### The metal 1 layer

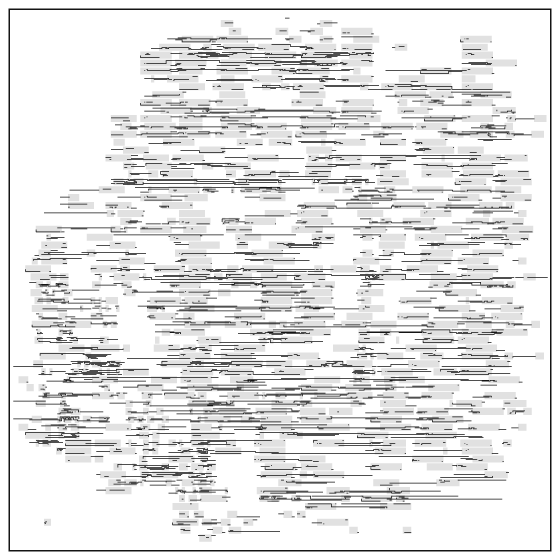
### M2 wires

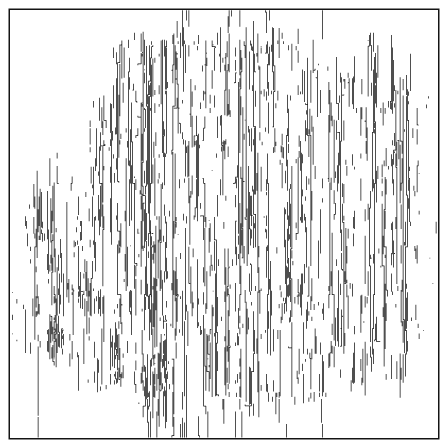
### Met4 routing

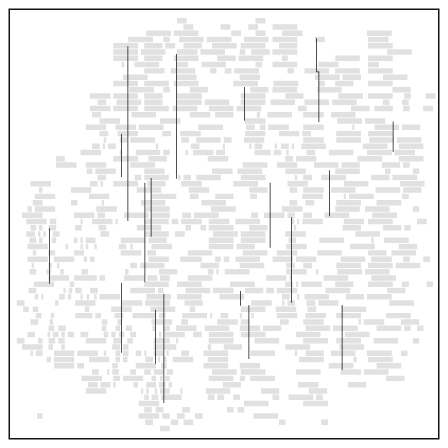
### Cell density map

The bar under the picture is 50 um long. The die is cut into 19 by 19 equal tiles; dark blue is low, red is high, 0 to 100% covered.
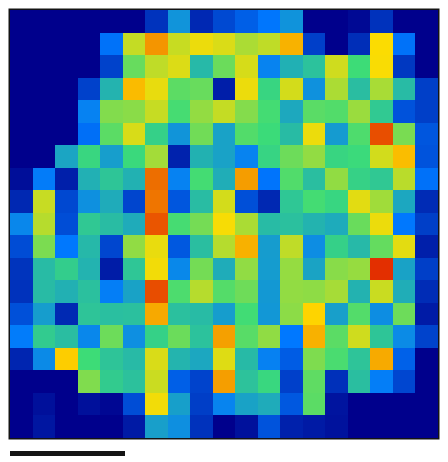
$ cat config.mk
export PLATFORM = sky130hd
export DESIGN_NAME = i2s_stereo_receiver
export DESIGN_NICKNAME = d
export VERILOG_FILES = /design/src/rtl/i2s_stereo_receiver.sv
export SDC_FILE = /design/constraint.sdc
export NUM_CORES = 1
export LEC_CHECK = 0
export CAP_MARGIN = 10
export CELL_PAD_IN_SITES_DETAIL_PLACEMENT = 1
export CELL_PAD_IN_SITES_GLOBAL_PLACEMENT = 2
export CORE_UTILIZATION = 32
export CTS_CLUSTER_DIAMETER = 40
export DETAILED_ROUTE_END_ITERATION = 16
export GPL_ROUTABILITY_DRIVEN = 0
export PLACE_DENSITY_LB_ADDON = 0.2
export SETUP_SLACK_MARGIN = 0.5
export SKIP_LAST_GASP = 1
export SYNTH_ARGS = -nofsm -noshare
export SYNTH_HDL_FRONTEND = slang
export SYNTH_SLANG_ARGS = --single-unit
$ cat constraint.sdc
create_clock -name clk -period 4.5 [get_ports clk]
set_clock_uncertainty 0.2 [all_clocks]
set_input_delay 0.9 -clock clk [delete_from_list [all_inputs] [get_ports clk]]
set_output_delay 0.9 -clock clk [all_outputs]
set_load 0.02 [all_outputs]
$ cat src/rtl/i2s_stereo_receiver.sv
// i2s_stereo_receiver: I2S master receiver generating SCK/WS, capturing left/right
// slots per run-time mode and buffering channel-tagged samples in a FWFT FIFO.
module i2s_stereo_receiver #(
  parameter int DATA_SIZE    = 24,
  parameter int SLOT_WIDTH   = 32,
  parameter int CLK_FREQ     = 100_000_000,
  parameter int I2S_CLK_FREQ = 3_072_000,
  parameter int FIFO_DEPTH   = 8
) (
  input  logic                         clk,
  input  logic                         rst_n,
  input  logic                         enable,
  input  logic [1:0]                   mode,
  input  logic                         clear_overrun,
  input  logic                         i2s_sd,
  output logic                         i2s_sck,
  output logic                         i2s_ws,
  output logic [DATA_SIZE-1:0]         sample_data,
  output logic                         sample_ch,
  output logic                         sample_valid,
  input  logic                         sample_ready,
  output logic [$clog2(FIFO_DEPTH):0]  fifo_level,
  output logic                         overrun
);
  localparam int DIV_HALF = CLK_FREQ / (2 * I2S_CLK_FREQ);
  localparam int DW = $clog2(DIV_HALF);
  localparam int SB = $clog2(SLOT_WIDTH);
  localparam int PW = SB + 1;
  localparam int AW = $clog2(FIFO_DEPTH);
  localparam int LW = AW + 1;

  if (DIV_HALF < 2) begin : g_div_check
    $error("i2s_stereo_receiver: DIV_HALF must be at least 2");
  end

  logic [DW-1:0]        div;
  logic [PW-1:0]        pos;
  logic [PW-1:0]        pos_nxt;
  logic [SB-1:0]        bit_idx;
  logic [DATA_SIZE-1:0] shift;
  logic [DATA_SIZE-1:0] pend_data;
  logic [1:0]           act_mode;
  logic                 en_d, pend_valid, pend_ch;
  logic                 toggle, rise, fall, wrap, last_bit, ch_en;

  assign toggle   = div == DW'(DIV_HALF - 1);
  assign rise     = toggle && !i2s_sck;
  assign fall     = toggle && i2s_sck;
  assign wrap     = pos == PW'(2 * SLOT_WIDTH - 1);
  assign pos_nxt  = wrap ? '0 : pos + 1'b1;
  assign bit_idx  = pos[SB-1:0];
  assign last_bit = rise && bit_idx == SB'(DATA_SIZE);
  assign ch_en    = act_mode == 2'b00 ? !pos[SB] : act_mode == 2'b01 ? pos[SB] : 1'b1;

  // Bit 0 of each slot is the I2S delay bit; bits past DATA_SIZE are ignored.
  always_ff @(posedge clk or negedge rst_n) begin
    if (!rst_n) begin
      div        <= '0;
      pos        <= '0;
      shift      <= '0;
      i2s_sck    <= 1'b0;
      i2s_ws     <= 1'b0;
      act_mode   <= 2'b00;
      en_d       <= 1'b0;
      pend_valid <= 1'b0;
      pend_ch    <= 1'b0;
      pend_data  <= '0;
    end else begin
      en_d       <= enable;
      pend_valid <= enable && last_bit && ch_en;
      if (last_bit) begin
        pend_ch   <= pos[SB];
        pend_data <= {shift[DATA_SIZE-2:0], i2s_sd};
      end
      if (!enable) begin
        div     <= '0;
        pos     <= '0;
        shift   <= '0;
        i2s_sck <= 1'b0;
        i2s_ws  <= 1'b0;
      end else begin
        if (!en_d) act_mode <= mode;
        div <= toggle ? '0 : div + 1'b1;
        if (toggle) i2s_sck <= !i2s_sck;
        if (fall) begin
          pos    <= pos_nxt;
          i2s_ws <= pos_nxt[SB];
          if (wrap) act_mode <= mode;
        end
        if (rise && bit_idx != '0 && bit_idx <= SB'(DATA_SIZE))
          shift <= {shift[DATA_SIZE-2:0], i2s_sd};
      end
    end
  end

  logic [DATA_SIZE:0] mem [FIFO_DEPTH];
  logic [AW-1:0]      wr_ptr, rd_ptr;
  logic [LW-1:0]      level;
  logic               pop, full, push, drop;

  assign sample_valid = level != '0;
  assign fifo_level   = level;
  assign pop          = sample_valid && sample_ready;
  assign full         = level == LW'(FIFO_DEPTH);
  assign push         = pend_valid && (!full || pop);
  assign drop         = pend_valid && full && !pop;
  assign {sample_ch, sample_data} = sample_valid ? mem[rd_ptr] : '0;

  always_ff @(posedge clk) begin
    if (push) mem[wr_ptr] <= {pend_ch, pend_data};
  end

  // A drop in the same cycle as clear_overrun keeps the flag set.
  always_ff @(posedge clk or negedge rst_n) begin
    if (!rst_n) begin
      wr_ptr  <= '0;
      rd_ptr  <= '0;
      level   <= '0;
      overrun <= 1'b0;
    end else begin
      wr_ptr  <= wr_ptr + AW'(push);
      rd_ptr  <= rd_ptr + AW'(pop);
      level   <= level + LW'(push) - LW'(pop);
      overrun <= drop || (overrun && !clear_overrun);
    end
  end
endmodule

==> deck_impl_summary.md <==
Implementation Results

STA
  – Final TNS setup: 0 ns
  – Final setup violation count: 0
  – Minimum clock period: 3.75 ns
  – RSZ-0062 raised after global routing: no
  – Slew HR: 0.224
  – Hold Slack: about 0.24 ns
  – Fmax: 267 MHz
  – Worst-Margin Slew: 1.15 ns
  – Final Worst Setup Slack: around 0.75 ns
  – Fin. Hold Viols: 0
  – Crit share post-route: 0.833

Final layout
  – Commonest Layout Cell: edfxtp_1
  – Inverters: 17
  – Clk_buf instances: 52
  – Seq/total area: 0.598
  – Post-route cell area: 13100 sq um
  – ANT cells: 0
  – Combinational Area: 2740 sq um
  – Nets: 666
  – MI comb cells: 250
  – Most common logic cells in the final layout: edfxtp_1, dfrtp_1, mux4_2
  – Flop count: 274
  – Non-Clock Buffer Count: 62
  – Fill cells: 3225

Logic synthesis
  – Syn Inst Count: 569
  – Post-synth EDFFs: 200
  – Sequential cell area fraction in the yosys report: 0.729
  – FFs w/ async S/R, synth: 0.270
  – Most area-hungry cell type in the Yosys netlist: edfxtp_1
  – Cell Type Count: 47
  – # Cells Yosys: 569
  – Main flop type: edfxtp_1
  – Top-area cell share: 0.557
  – Syn avg cell area: 18.9 sq um

Detailed routing
  – Avg WL per Cell: 20.5 um
  – 1st-pass router iterations: 4
  – Drt initial violations: 289
  – Residual DRC: 0

Pwr
  – VDD IR-drop max: 224 uV
  – Leakage: 5.28 nW
  – Pwr dens: around 550 nW/um^2

Floorplan
  – Chip area: 34400 sq um
  – # rows: 66
  – Height of the die: about 190 um
  – FP Core Util: 0.328

Global routing
  – Vias in the first global route: 6056
  – Initial antenna violation count: 0
  – GRT Util Overall: 0.141
  – Overflow after GRT: 0

CTS
  – Setup Buffers After CTS: 4
  – Clock transition at the registers of the reported paths: 0.05 ns
  – PostCTS Resize Cnt: 13
  – H-tree depth: 2
  – Hold Buf Count CTS: 0
  – Root Driver: clkbuf_16
  – Sink Count: 274
  – Inserted Clock Buffers: 40

Outcome
  – Outcome: finished, final reports clean

Min path
  – Hold Path Class: in2async

Critical path
  – CP bufs+invs: 3
  – Worst Setup SP: fifo_level[2]
  – Arrival time worst endpoint: 2.65 ns
  – Slowest-stage cell, CP: or3b_1
  – Worst path top cell family by delay: simple AND/OR/NAND/NOR gates
  – Worst setup EP type: output port
  – Startpoint Class: flop
  – Worst-path maximum fanout: 15

Place
  – Post-place instance area: 11800 sq um
Notes on 'The metal 1 layer' above:
longest straight run = 52.0 um
nets with wire on the layer = 632
DR vias: 5364
GR Layer Usage met1: 0.169
drt total wl: 22900 um

Notes on 'M2 wires' above:
share of all routed wire = 52%
longest straight run = 97.1 um

Notes on 'Met4 routing' above:
nets with wire on the layer = 7
main direction = vertical
longest straight run = 75.5 um
share of all routed wire = 2.4%
wire length on this layer = 545 um

Notes on 'Cell density map' above:
emptiest ninth of the die = north-west
mean over tiles = 37%
nearly empty tiles = 15%
fullest tile = 95%
tiles over 75% full = 5.3%
Util after Layout: 0.400
core area: 32900 sq um

[path summary, 6_finish.rpt]
| path | depth (start not counted) | slack [ns] | to |
|---|---|---|---|
| setup / recovery | 7 | 0.75 | sample_ch |
| hold / removal | 1 | 0.24 | en_d |
| setup reg to reg | 4 | 1.75 | mem[0][17] |
| hold reg to reg | 1 | 0.30 | div[0] |
| max in group asynchronous | 2 | 3.04 | pend_data[16] |
| min in group clk | 1 | 0.30 | div[0] |
[power breakdown]
group,switching [mW],internal [mW]
combinational,0.759,0.668
sequential,0.0522,2.73
clock,1.14,1.85
[flip-flops by register name, indices dropped and copies added, names as in the netlist]
name / cells
mem: 200
pend_data: 24
shift: 23
pos: 5
div: 4
fifo_level: 4
rd_ptr: 3
wr_ptr: 3
act_mode: 2
en_d: 1
i2s_sck: 1
i2s_ws: 1
overrun: 1
pend_ch: 1
pend_valid: 1
[stage by stage]
stage / util / cells
after floorplan: - / 569
after global placement: 0.358 / 1041
after detailed placement: 0.358 / 1041
after CTS: 0.399 / 1119
after global routing: 0.400 / 1119
final: 0.400 / 1119
[routing by layer]
| metal | share of wire | wire, um | global-route usage | vias to the layer above |
|---|---|---|---|---|
| li1 | - | - | - | 2405 |
| met1 | 0.42 | 9610 | 0.169 | 2827 |
| met2 | 0.52 | 11900 | 0.252 | 85 |
| met3 | 0.038 | 875 | 0.0292 | 47 |
| met4 | 0.024 | 544 | 0.0466 | 0 |
| met5 | 0 | 0 | 0 | - |
[cell families after synthesis]
kind of cell             count (synthesis)  synth area share
AND/OR/NAND/NOR                         80            0.0389
XOR/XNOR                                 8           0.00650
buffers and inverters                   45            0.0189
multiplexers                            99             0.153
AND-OR/OR-AND                           50            0.0377
flip-flops                             274             0.729
adder cells (fa/ha/maj)                 13            0.0158
Power is estimated from default activity; no workload was simulated.
